[src/rtl/regfile_scoreboard_pkg.sv]
// Shared definitions for the scoreboarded register file: sequencer states and
// default geometry.
package regfile_scoreboard_pkg;

  typedef enum logic {
    CLEAR = 1'b0,
    RUN   = 1'b1
  } rf_state_t;

  localparam int DEFAULT_WIDTH         = 16;
  localparam int DEFAULT_REGISTER_BITS = 4;
  localparam int DEPTH                 = 1 << DEFAULT_REGISTER_BITS;

endpackage

[src/rtl/regfile_read_port.sv]
// One combinational read port: zero-register override, write bypass, then
// stored data qualified by the busy scoreboard.
module regfile_read_port #(
  parameter int WIDTH         = 16,
  parameter int REGISTER_BITS = 4,
  parameter int ZERO_REG      = 1,
  parameter int BYPASS        = 1
) (
  input  logic                     running,
  input  logic [REGISTER_BITS-1:0] address,
  input  logic                     shouldWrite,
  input  logic [REGISTER_BITS-1:0] writeAddress,
  input  logic [WIDTH-1:0]         writeData,
  input  logic [WIDTH-1:0]         storedData,
  input  logic                     storedBusy,
  output logic [WIDTH-1:0]         data,
  output logic                     ready
);

  always_comb begin
    data  = '0;
    ready = 1'b0;
    if (running) begin
      if (ZERO_REG != 0 && address == '0) begin
        ready = 1'b1;
      end else if (BYPASS != 0 && shouldWrite && writeAddress == address) begin
        data  = writeData;
        ready = 1'b1;
      end else begin
        data  = storedData;
        ready = !storedBusy;
      end
    end
  end

endmodule

[src/rtl/regfile_scoreboard.sv]
// Multi-port register file with busy scoreboard for hazard detection and a
// post-reset sequencer that zeroes every register before accepting traffic.
module regfile_scoreboard
  import regfile_scoreboard_pkg::*;
#(
  parameter int WIDTH         = DEFAULT_WIDTH,
  parameter int REGISTER_BITS = DEFAULT_REGISTER_BITS,
  parameter int READ_PORTS    = 2,
  parameter int ZERO_REG      = 1,
  parameter int BYPASS        = 1
) (
  input  logic                                clock,
  input  logic                                reset,
  input  logic                                shouldWrite,
  input  logic [REGISTER_BITS-1:0]            writeAddress,
  input  logic [WIDTH-1:0]                    writeData,
  input  logic [READ_PORTS*REGISTER_BITS-1:0] readAddress,
  output logic [READ_PORTS*WIDTH-1:0]         readData,
  output logic [READ_PORTS-1:0]               readReady,
  input  logic                                reserveValid,
  input  logic [REGISTER_BITS-1:0]            reserveAddress,
  output logic                                reserveAccept,
  output logic                                initDone
);

  localparam int REG_COUNT = 1 << REGISTER_BITS;

  logic [WIDTH-1:0]       DataBlock [REG_COUNT];
  logic [REG_COUNT-1:0]   busy;
  logic [REGISTER_BITS:0] clearCount, clearCountNext;
  rf_state_t              state, stateNext;
  logic                   running, writeEn, writeStores, reserveSetsBusy;

  always_comb begin
    running         = (state == RUN) && !reset;
    writeEn         = running && shouldWrite;
    writeStores     = writeEn && !(ZERO_REG != 0 && writeAddress == '0);
    reserveAccept   = running && reserveValid &&
                      (!busy[reserveAddress] || (writeEn && writeAddress == reserveAddress));
    reserveSetsBusy = reserveAccept && !(ZERO_REG != 0 && reserveAddress == '0);
    initDone        = running;
    clearCountNext  = clearCount + (REGISTER_BITS + 1)'(1);
    stateNext       = state;
    // Carry into the extra bit marks the edge that clears the last index.
    if (state == CLEAR && clearCountNext[REGISTER_BITS]) stateNext = RUN;
  end

  always_ff @(posedge clock) begin
    if (reset) begin
      state      <= CLEAR;
      clearCount <= '0;
      busy       <= '0;
    end else begin
      state <= stateNext;
      if (state == CLEAR) clearCount <= clearCountNext;
      // Set after clear so a same-cycle accepted reserve leaves the register busy.
      if (writeStores)     busy[writeAddress]   <= 1'b0;
      if (reserveSetsBusy) busy[reserveAddress] <= 1'b1;
    end
  end

  always_ff @(posedge clock) begin
    if (!reset && state == CLEAR) begin
      DataBlock[clearCount[REGISTER_BITS-1:0]] <= '0;
    end else if (writeStores) begin
      DataBlock[writeAddress] <= writeData;
    end
  end

  for (genvar p = 0; p < READ_PORTS; p++) begin : g_port
    logic [REGISTER_BITS-1:0] addr;
    assign addr = readAddress[p*REGISTER_BITS +: REGISTER_BITS];

    regfile_read_port #(
      .WIDTH         (WIDTH),
      .REGISTER_BITS (REGISTER_BITS),
      .ZERO_REG      (ZERO_REG),
      .BYPASS        (BYPASS)
    ) u_port (
      .running      (running),
      .address      (addr),
      .shouldWrite  (writeEn),
      .writeAddress (writeAddress),
      .writeData    (writeData),
      .storedData   (DataBlock[addr]),
      .storedBusy   (busy[addr]),
      .data         (readData[p*WIDTH +: WIDTH]),
      .ready        (readReady[p])
    );
  end

endmodule

[config.mk]
export PLATFORM = sky130hd
export DESIGN_NAME = regfile_scoreboard
export DESIGN_NICKNAME = d
export VERILOG_FILES = /design/src/rtl/regfile_scoreboard_pkg.sv /design/src/rtl/regfile_read_port.sv /design/src/rtl/regfile_scoreboard.sv
export SDC_FILE = /design/constraint.sdc
export NUM_CORES = 1
export LEC_CHECK = 0
export CORE_AREA = 2 2 132 199
export DETAILED_ROUTE_END_ITERATION = 8
export DIE_AREA = 0 0 134 201
export GPL_TIMING_DRIVEN = 0
export PLACE_DENSITY = 0.8
export SLEW_MARGIN = 20
export SYNTH_ARGS = -nofsm -noshare
export SYNTH_HDL_FRONTEND = slang
export SYNTH_SLANG_ARGS = --single-unit
[constraint.sdc]
create_clock -name clock -period 2.7 [get_ports clock]
set_clock_uncertainty 0.2 [all_clocks]
set_input_delay 0.405 -clock clock [delete_from_list [all_inputs] [get_ports clock]]
set_output_delay 0.405 -clock clock [all_outputs]
set_load 0.02 [all_outputs]
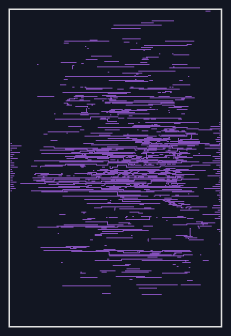
met3.png
- share of all routed wire: 13%
- wire length on this layer: 5820 um

==> Slide: Implementation Results <==
Implementation Results

Place
  – Inst Count DP: about 1200

Global route
  – First-pass GRT wire length: between 60 and 70 mm
  – Antenna violations before repair: 2
  – Number of global-route vias before repair: roughly 10000

Synthesis
  – Asr flop ratio synth: 0%
  – Flip-flops with a built-in enable: around 260
  – Yosys chip area: 13700 um^2
  – Number of synthesis warnings: 0

STA
  – Final number of setup-violating endpoints: around 43
  – Final worst setup slack: -0.347 ns

Routing
  – WL/cell: approximately 34 um

Floorplanning
  – # Taps: roughly 330
  – FP Core Util: 54.1%

Outcome
  – Violated checks: setup timing
  – Status: complete, but fails checks

Critical path
  – Reg-to-reg endpoint: DataBlock[13][8]$_DFFE_PP_
  – Worst r2r src: state$_SDFFE_PP0P_
  – Flop2flop setup slack: -0.03 ns
  – Required time worst endpoint: 2.10 ns

Power
  – VDD IR-drop max: around 0.42 mV
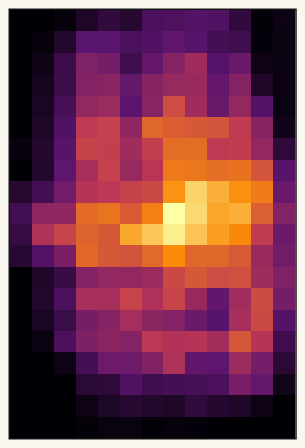
wire_density.png
The die is cut into 13 by 20 equal tiles; black is low, pale yellow is high, scaled to the fullest tile. Values are wire area over tile area, all layers added.
- emptiest ninth of the die: bottom left
- mean over tiles: 0.30
- densest ninth of the die: middle
- fullest tile: 0.96
total global-route track usage: 32.9%
final wirelength: 44.9 mm
via count: 9714

==> metrics by stage <==
stage | total power, mW | hold slack (ns) | TNS [ns]
2_1_floorplan | 5.31 | 0.248 | -11.75
5_1_grt | 9.65 | 0.0827 | -4.57
3_3_place_gp | 5.57 | 0.270 | -463.94
3_5_place_dp | 5.60 | 0.271 | -298.30
4_1_cts | 9.33 | 0.0578 | -1.16
6_report | 9.48 | 0.0530 | -3.35
==> layer usage <==
metal / wire length [um] / share of wire [%] / vias up / track usage (%)
li1: - / - / 3694 / -
met1: 13700 / 31 / 4773 / 38.3
met2: 21400 / 48 / 963 / 52.7
met3: 5820 / 13 / 282 / 9.27
met4: 3950 / 8.8 / 2 / 22.6
met5: 15 / 0.033 / - / 0
No activity file was given, so power comes from the tool's default toggle rates.
